### Congestion heat map

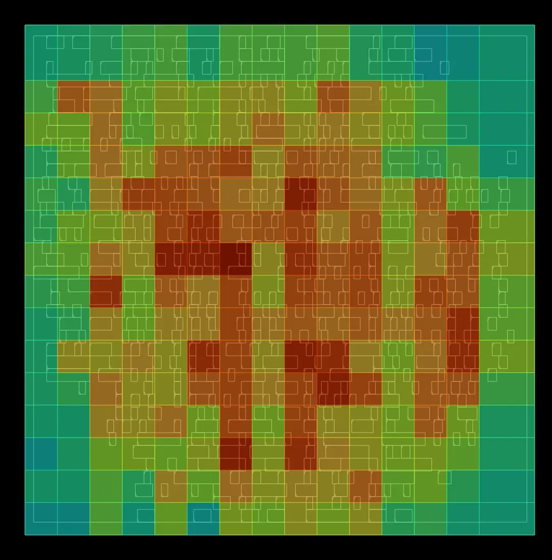
### Met1 routing

Supply wires on this layer in gray.
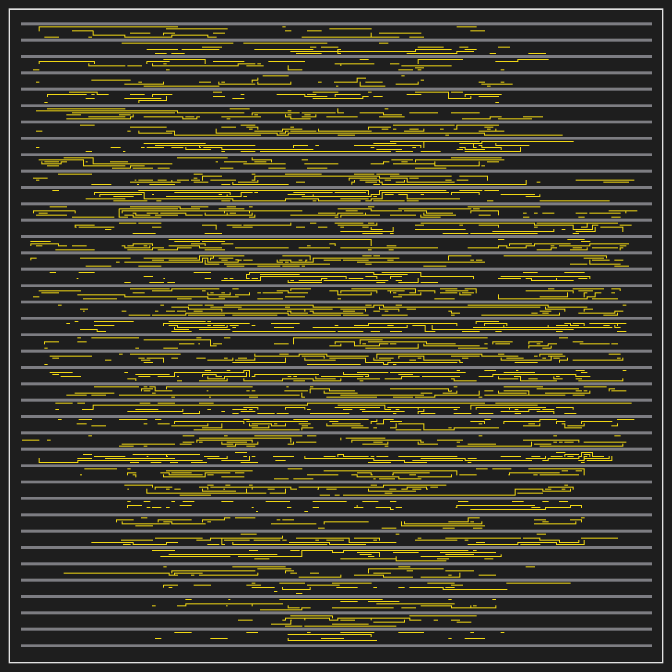
### Cell classes on the final placement

Scale bar: 20 um. Fill, decap, tap and diode cells in gray.
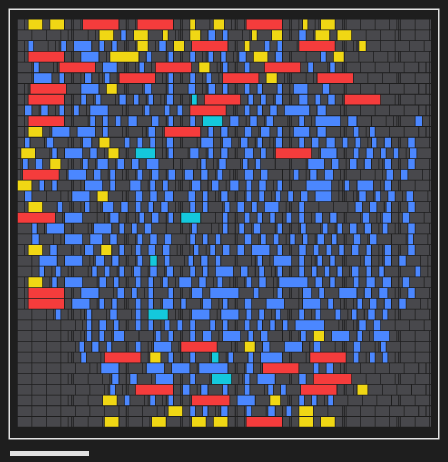
### Cell density map

11 x 11 tiles, from white (low) to dark blue (high), 0 to 100% covered.
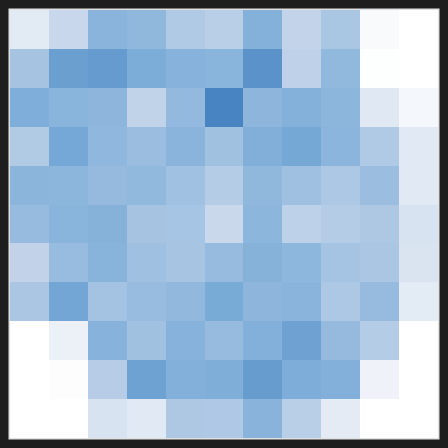
### Met4 routing

Scale bar: 20 um. Supply wires on this layer in gray. Cells faint in the background.
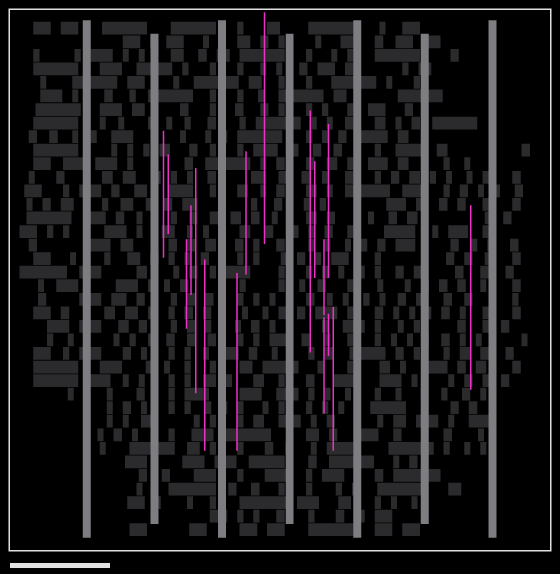
## src/rtl/alu_pkg.sv

```systemverilog
// Shared opcode map and flag layout for the pipelined ALU and its combinational core.
package alu_pkg;

  localparam logic [2:0] OP_ADD = 3'b000;
  localparam logic [2:0] OP_SUB = 3'b001;
  localparam logic [2:0] OP_AND = 3'b010;
  localparam logic [2:0] OP_OR  = 3'b011;
  localparam logic [2:0] OP_XOR = 3'b100;
  localparam logic [2:0] OP_CMP = 3'b101;
  localparam logic [2:0] OP_SHL = 3'b110;
  localparam logic [2:0] OP_SHR = 3'b111;

  localparam int FLAG_C    = 0;
  localparam int FLAG_V    = 1;
  localparam int FLAG_Z    = 2;
  localparam int NUM_FLAGS = 3;

  typedef logic [NUM_FLAGS-1:0] alu_flags_t;

endpackage

```

## src/rtl/alu_core.sv

```systemverilog
// Purely combinational ALU: arithmetic with carry-in, logic ops, unsigned compare and
// barrel shifts by B[SHW-1:0]; produces result plus carry, signed-overflow and zero flags.
module alu_core
  import alu_pkg::*;
#(
  parameter int WIDTH = 8
) (
  input  logic [WIDTH-1:0] a_i,
  input  logic [WIDTH-1:0] b_i,
  input  logic [2:0]       sel_i,
  input  logic             cin_i,
  output logic [WIDTH-1:0] result_o,
  output logic             carry_o,
  output logic             overflow_o,
  output logic             zero_o
);

  localparam int SHW = $clog2(WIDTH);
  localparam int MSB = WIDTH - 1;

  logic [SHW-1:0]     amt;
  logic [WIDTH:0]     sum;
  logic [WIDTH:0]     diff;
  logic [2*WIDTH-1:0] shl_ext;
  logic [2*WIDTH-1:0] shr_ext;

  assign amt  = b_i[SHW-1:0];
  assign sum  = {1'b0, a_i} + {1'b0, b_i} + {{WIDTH{1'b0}}, cin_i};
  // Bit WIDTH of the difference is the borrow; it is set exactly when A < B + CIN.
  assign diff = {1'b0, a_i} - {1'b0, b_i} - {{WIDTH{1'b0}}, cin_i};

  // Shifting through a double-width window leaves the last bit shifted out next to the
  // result (and a zero there for amount 0), so no special cases are needed, even when
  // WIDTH is not a power of two and the amount can exceed WIDTH.
  assign shl_ext = {{WIDTH{1'b0}}, a_i} << amt;
  assign shr_ext = {a_i, {WIDTH{1'b0}}} >> amt;

  always_comb begin
    // NOTE: every output gets a default before the case so no path can infer a latch.
    result_o   = '0;
    carry_o    = 1'b0;
    overflow_o = 1'b0;
    unique case (sel_i)
      OP_ADD: begin
        result_o   = sum[MSB:0];
        carry_o    = sum[WIDTH];
        overflow_o = (a_i[MSB] == b_i[MSB]) && (sum[MSB] != a_i[MSB]);
      end
      OP_SUB: begin
        result_o   = diff[MSB:0];
        carry_o    = ~diff[WIDTH];
        overflow_o = (a_i[MSB] != b_i[MSB]) && (diff[MSB] != a_i[MSB]);
      end
      OP_AND: result_o = a_i & b_i;
      OP_OR:  result_o = a_i | b_i;
      OP_XOR: result_o = a_i ^ b_i;
      OP_CMP: result_o = {{(WIDTH-1){1'b0}}, (a_i > b_i)};
      OP_SHL: begin
        result_o = shl_ext[MSB:0];
        carry_o  = shl_ext[WIDTH];
      end
      OP_SHR: begin
        result_o = shr_ext[2*WIDTH-1:WIDTH];
        carry_o  = shr_ext[MSB];
      end
    endcase
  end

  assign zero_o = (result_o == '0);

endmodule

```

## src/rtl/alu_pipe.sv

```systemverilog
// Two-stage pipelined ALU (operand capture, then result/flags) with valid/ready on both
// sides, fixed 2-cycle latency and full backpressure.
module alu_pipe
  import alu_pkg::*;
#(
  parameter int WIDTH = 8
) (
  input  logic             CLK,
  input  logic             RST_N,
  input  logic             IN_VALID,
  output logic             IN_READY,
  input  logic [WIDTH-1:0] A,
  input  logic [WIDTH-1:0] B,
  input  logic [2:0]       SEL,
  input  logic             CIN,
  output logic             OUT_VALID,
  input  logic             OUT_READY,
  output logic [WIDTH-1:0] RESULT,
  output logic             CARRY,
  output logic             OVERFLOW,
  output logic             ZERO
);

  logic             s1_valid_q, s1_valid_d;
  logic [WIDTH-1:0] s1_a_q,     s1_a_d;
  logic [WIDTH-1:0] s1_b_q,     s1_b_d;
  logic [2:0]       s1_sel_q,   s1_sel_d;
  logic             s1_cin_q,   s1_cin_d;

  logic             s2_valid_q,  s2_valid_d;
  logic [WIDTH-1:0] s2_result_q, s2_result_d;
  alu_flags_t       s2_flags_q,  s2_flags_d;

  logic             s2_load;
  logic             in_fire;
  logic [WIDTH-1:0] core_result;
  logic             core_carry;
  logic             core_overflow;
  logic             core_zero;

  // S2 may take a new value whenever its current beat is absent or leaving; S1 drains
  // into S2 on the same condition, so IN_READY never depends on IN_VALID.
  assign s2_load  = !s2_valid_q || OUT_READY;
  assign IN_READY = !s1_valid_q || s2_load;
  assign in_fire  = IN_VALID && IN_READY;

  alu_core #(
    .WIDTH(WIDTH)
  ) u_core (
    .a_i       (s1_a_q),
    .b_i       (s1_b_q),
    .sel_i     (s1_sel_q),
    .cin_i     (s1_cin_q),
    .result_o  (core_result),
    .carry_o   (core_carry),
    .overflow_o(core_overflow),
    .zero_o    (core_zero)
  );

  always_comb begin
    s1_valid_d = s1_valid_q;
    s1_a_d     = s1_a_q;
    s1_b_d     = s1_b_q;
    s1_sel_d   = s1_sel_q;
    s1_cin_d   = s1_cin_q;
    if (IN_READY) begin
      s1_valid_d = IN_VALID;
    end
    if (in_fire) begin
      s1_a_d   = A;
      s1_b_d   = B;
      s1_sel_d = SEL;
      s1_cin_d = CIN;
    end
  end

  always_comb begin
    s2_valid_d  = s2_valid_q;
    s2_result_d = s2_result_q;
    s2_flags_d  = s2_flags_q;
    if (s2_load) begin
      s2_valid_d = s1_valid_q;
      // Result/flags only change when a real beat arrives, keeping the outputs quiet on bubbles.
      if (s1_valid_q) begin
        s2_result_d           = core_result;
        s2_flags_d[FLAG_C]    = core_carry;
        s2_flags_d[FLAG_V]    = core_overflow;
        s2_flags_d[FLAG_Z]    = core_zero;
      end
    end
  end

  always_ff @(posedge CLK or negedge RST_N) begin
    if (!RST_N) begin
      // NOTE: datapath registers are reset along with the valids so RESULT and the flags
      // read zero during and straight after reset, not whatever was in flight.
      s1_valid_q  <= 1'b0;
      s1_a_q      <= '0;
      s1_b_q      <= '0;
      s1_sel_q    <= OP_ADD;
      s1_cin_q    <= 1'b0;
      s2_valid_q  <= 1'b0;
      s2_result_q <= '0;
      s2_flags_q  <= '0;
    end else begin
      // NOTE: non-blocking assignments so every register samples the pre-edge values.
      s1_valid_q  <= s1_valid_d;
      s1_a_q      <= s1_a_d;
      s1_b_q      <= s1_b_d;
      s1_sel_q    <= s1_sel_d;
      s1_cin_q    <= s1_cin_d;
      s2_valid_q  <= s2_valid_d;
      s2_result_q <= s2_result_d;
      s2_flags_q  <= s2_flags_d;
    end
  end

  assign OUT_VALID = s2_valid_q;
  assign RESULT    = s2_result_q;
  assign CARRY     = s2_flags_q[FLAG_C];
  assign OVERFLOW  = s2_flags_q[FLAG_V];
  assign ZERO      = s2_flags_q[FLAG_Z];

endmodule

```

## config.mk

```make
export PLATFORM = sky130hd
export DESIGN_NAME = alu_pipe
export DESIGN_NICKNAME = d
export VERILOG_FILES = /design/src/rtl/alu_pkg.sv /design/src/rtl/alu_core.sv /design/src/rtl/alu_pipe.sv
export SDC_FILE = /design/constraint.sdc
export NUM_CORES = 1
export LEC_CHECK = 0
export ABC_AREA = 1
export ABC_CLOCK_PERIOD_IN_PS = 2890
export CELL_PAD_IN_SITES_DETAIL_PLACEMENT = 2
export CELL_PAD_IN_SITES_GLOBAL_PLACEMENT = 2
export CORE_MARGIN = 1.5
export CORE_UTILIZATION = 32
export DETAILED_ROUTE_END_ITERATION = 10
export MAX_ROUTING_LAYER = met4
export PLACE_DENSITY = 0.89
export RECOVER_POWER = 50
export SLEW_MARGIN = 25
export SYNTH_ARGS = -nofsm -noshare
export SYNTH_HDL_FRONTEND = slang
export SYNTH_SLANG_ARGS = --single-unit
```

## constraint.sdc

```tcl
create_clock -name CLK -period 2.89 [get_ports CLK]
set_clock_uncertainty 0.1 [all_clocks]
set_input_delay 0.578 -clock CLK [delete_from_list [all_inputs] [get_ports CLK]]
set_output_delay 0.578 -clock CLK [all_outputs]
set_load 0.1 [all_outputs]
```

==> out/results.tsv <==
stage	metric	value	unit
worst_hold_path	Hold Path Stages	2	
drt	DR iter-0 viols	122	
setup_path	CP Launch Type	flop	
final_timing	Worst Max-Slew Pin Slew	1.186	ns
cells_and_area	Synth-to-Final Area Change	15.77	%
synthesis	Post-Syn Area	0.003553	sq mm
setup_path	RR Startpoint	s1_a_q[6]$_DFFE_PN0P_	
setup_path	CP endpoint kind	flop	
cells_and_area	Top cells excl fill/tap	nand2_1 (119), nand3_1 (83), nor2_1 (67), inv_1 (58), ha_1 (38)	
drt	DR top layer	met4	
setup_path	Bufs and invs on worst path	2	
drt	Antenna Nets Post-Route	0	
floorplan	Die Width	108.4	um
setup_path	crit path to	s2_flags_q[2]$_DFFE_PN0P_	
run	Tool Warnings	51	
floorplan	chip area	0.01175	sq mm
setup_path	CP Cell Sequence	inv_1 > ha_1 > ha_1 > nand2_1 > inv_1 > a21oi_1 > nand3_1 > nand3_1 > nand2_1 > nand2_1 > nand2_1 > nor2_1 > nand3_1 > nand2_1	
clocking	Worst-path clk slew	0.08	ns
final_timing	Max Slew Vio Count	0	
synthesis	post-synthesis cell count	532	
synthesis	main logic family after synthesis	simple AND/OR/NAND/NOR gates	
power	NetSw	1.908	mW
setup_path	Crit Path Max Fanout	5	
final_timing	Hold WS	0.3972	ns
cells_and_area	cell area after layout	0.004114	sq mm
setup_path	R2R depth	14	
power	Max rail drop VDD	0.4036	mV
synthesis	Simple Share, Synth	41.02	%
cells_and_area	Final Net Count	638	
synthesis	xor+xnor area frac	0.2465	%
placed_design	Setup WS pre-CTS	0.1219	ns
power	clock share of power	11.7	%
final_timing	RSZ-0062 raised after global routing	no	
clocking	post-CTS setup buffer count	0	
worst_hold_path	Worst Hold Path EP	s2_flags_q[0]$_DFFE_PN0P_	
setup_path	R2R setup slack	0.25	ns
cells_and_area	layout cells sized above 1	11.19	%
clocking	# clock sinks	33	
global_routing	met2 GRT Util	45.52	%
placed_design	DP HPWL	11300	um
synthesis	YS warnings	0	
setup_path	critical path launch point	s1_a_q[6]$_DFFE_PN0P_	
clocking	H-tree depth	2	
power	seq pwr	0.713	mW
final_timing	Worst Slack Setup Final	0.2500	ns
synthesis	yosys stat area	0.003553	sq mm
power	Sequential Power Share	22.1	%
synthesis	Synth flops	33	
placed_design	final estimated routing congestion in global placement	0.9559	
drt	1st-pass router iterations	4	
final_timing	setup violators final	0	
global_routing	number of antenna violations at the first check in global routing	0	
clocking	worst skew pair latency	0.30	ns
synthesis	synthesized area per cell	6.679	sq um
setup_path	Largest stage delay, worst path	0.53	ns
global_routing	total gr overflow	0	
setup_path	worst setup path category	flop to flop	
global_routing	vias in the first global route	4323	
outcome	run status	finished, final reports clean	
cells_and_area	Antenna Cells	0	
setup_path	CP most frequent cell	nand2_1	
placed_design	Area after DPL	0.004045	sq mm
final_timing	Final Hold Viols	0	
global_routing	first-pass GRT wire length	22670	um
power	Int Power	1.318	mW
synthesis	ao+oa area frac	8.732	%
setup_path	Stages on worst setup path	14	
power	Switching Share	59.14	%
clocking	Clock Path Buffers	2	
setup_path	CP arrival	2.78	ns
worst_hold_path	hold crit path type	flop to flop	
final_timing	Slew HR	21.26	%
floorplan	die y size	108.4	um
cells_and_area	most frequent logic cell in the layout	nand2_1	
run	max cap viols	0	
worst_hold_path	min-delay src	s2_flags_q[0]$_DFFE_PN0P_	
About 'Congestion heat map':
average wire per standard cell: 19.48 um
met3 usage: 2.954%
met1 Resource Use GR: 30.84%
final core utilization: 37.95%
GR peak layer: met2

About 'Met1 routing':
share of all routed wire: 43%
longest straight run: 38.2 um
main direction: horizontal

About 'Cell classes on the final placement':
| color | class | cells | share of their area |
|---|---|---|---|
| red | sequential cells | 33 | 21% |
| yellow | remaining buffers and delay cells | 49 | 11% |
| cyan | clock drivers and dummy loads | 8 | 2.1% |
| blue | combinational and other logic | 482 | 66% |

About 'Cell density map':
mean over tiles: 34%
nearly empty tiles: 9.9%
fullest tile: 66%
Core ar.: 0.01084 sq mm
Initial Util: 32.78%

About 'Met4 routing':
longest straight run: 48.3 um
main direction: vertical
share of all routed wire: 3.4%
via count: 3748
routed wire length: 13870 um

[sequential cells by signal, summed over array words and instances, names as in the netlist]
register	flops
RESULT	8
s2_flags_q	3
s1_b_q	8
OUT_VALID	1
s1_sel_q	3
s1_valid_q	1
s1_cin_q	1
s1_a_q	8
[area by class of cell]
type | count | area, sq um
timing repair buffer | 49 | 416.7
clock buffer | 6 | 72.57
multi-input combinational | 415 | 2352
sequential | 33 | 830.8
clock inverter | 2 | 10.01
inverter | 67 | 256.5
tap | 140 | 175.2
fill | 1314 | 6726
[what timing repair did]
item,4_1_cts,5_1_grt
setup endpoints to repair,0,2
gates resized,0,7
hold endpoints to repair,0,0
[synth_stat cells]
master    number  area, sq um
nand2_1      119        446.7
nor2_2         3        18.77
o21ai_2        1        8.760
nor3_1         4        20.02
or2_2          2        12.51
o21ai_1        2        10.01
buf_1          3        11.26
clkbuf_1       2        7.510
buf_2          2        10.01
nor2_4         4        45.04
fa_1           4        80.08
buf_6          6        67.56
inv_2          6        22.52
or2_1          1        6.260
nand3_2        2        20.02
nand2_4        2        22.52
inv_1         58        217.7
o21a_1         2        15.01
o311ai_0       1        8.760
nor2_1        67        251.5
o31a_1         1        8.760
nand4_1       13        81.33
clkinv_1       1        3.750
a31oi_1        1        6.260
a21oi_1       35        175.2
inv_4          2        12.51
or2_0          1        6.260
nand3b_1       3        22.52
xor2_1         1        8.760
nand3_4        3        52.55
dfrtp_1       33        825.8
buf_4          4        30.03
ha_1          39        488.0
nand2_2        5        31.28
o21ai_0       14        70.07
nand3_1       84        420.4
o211ai_1       1        7.510
Power and IR drop assume default switching activity.
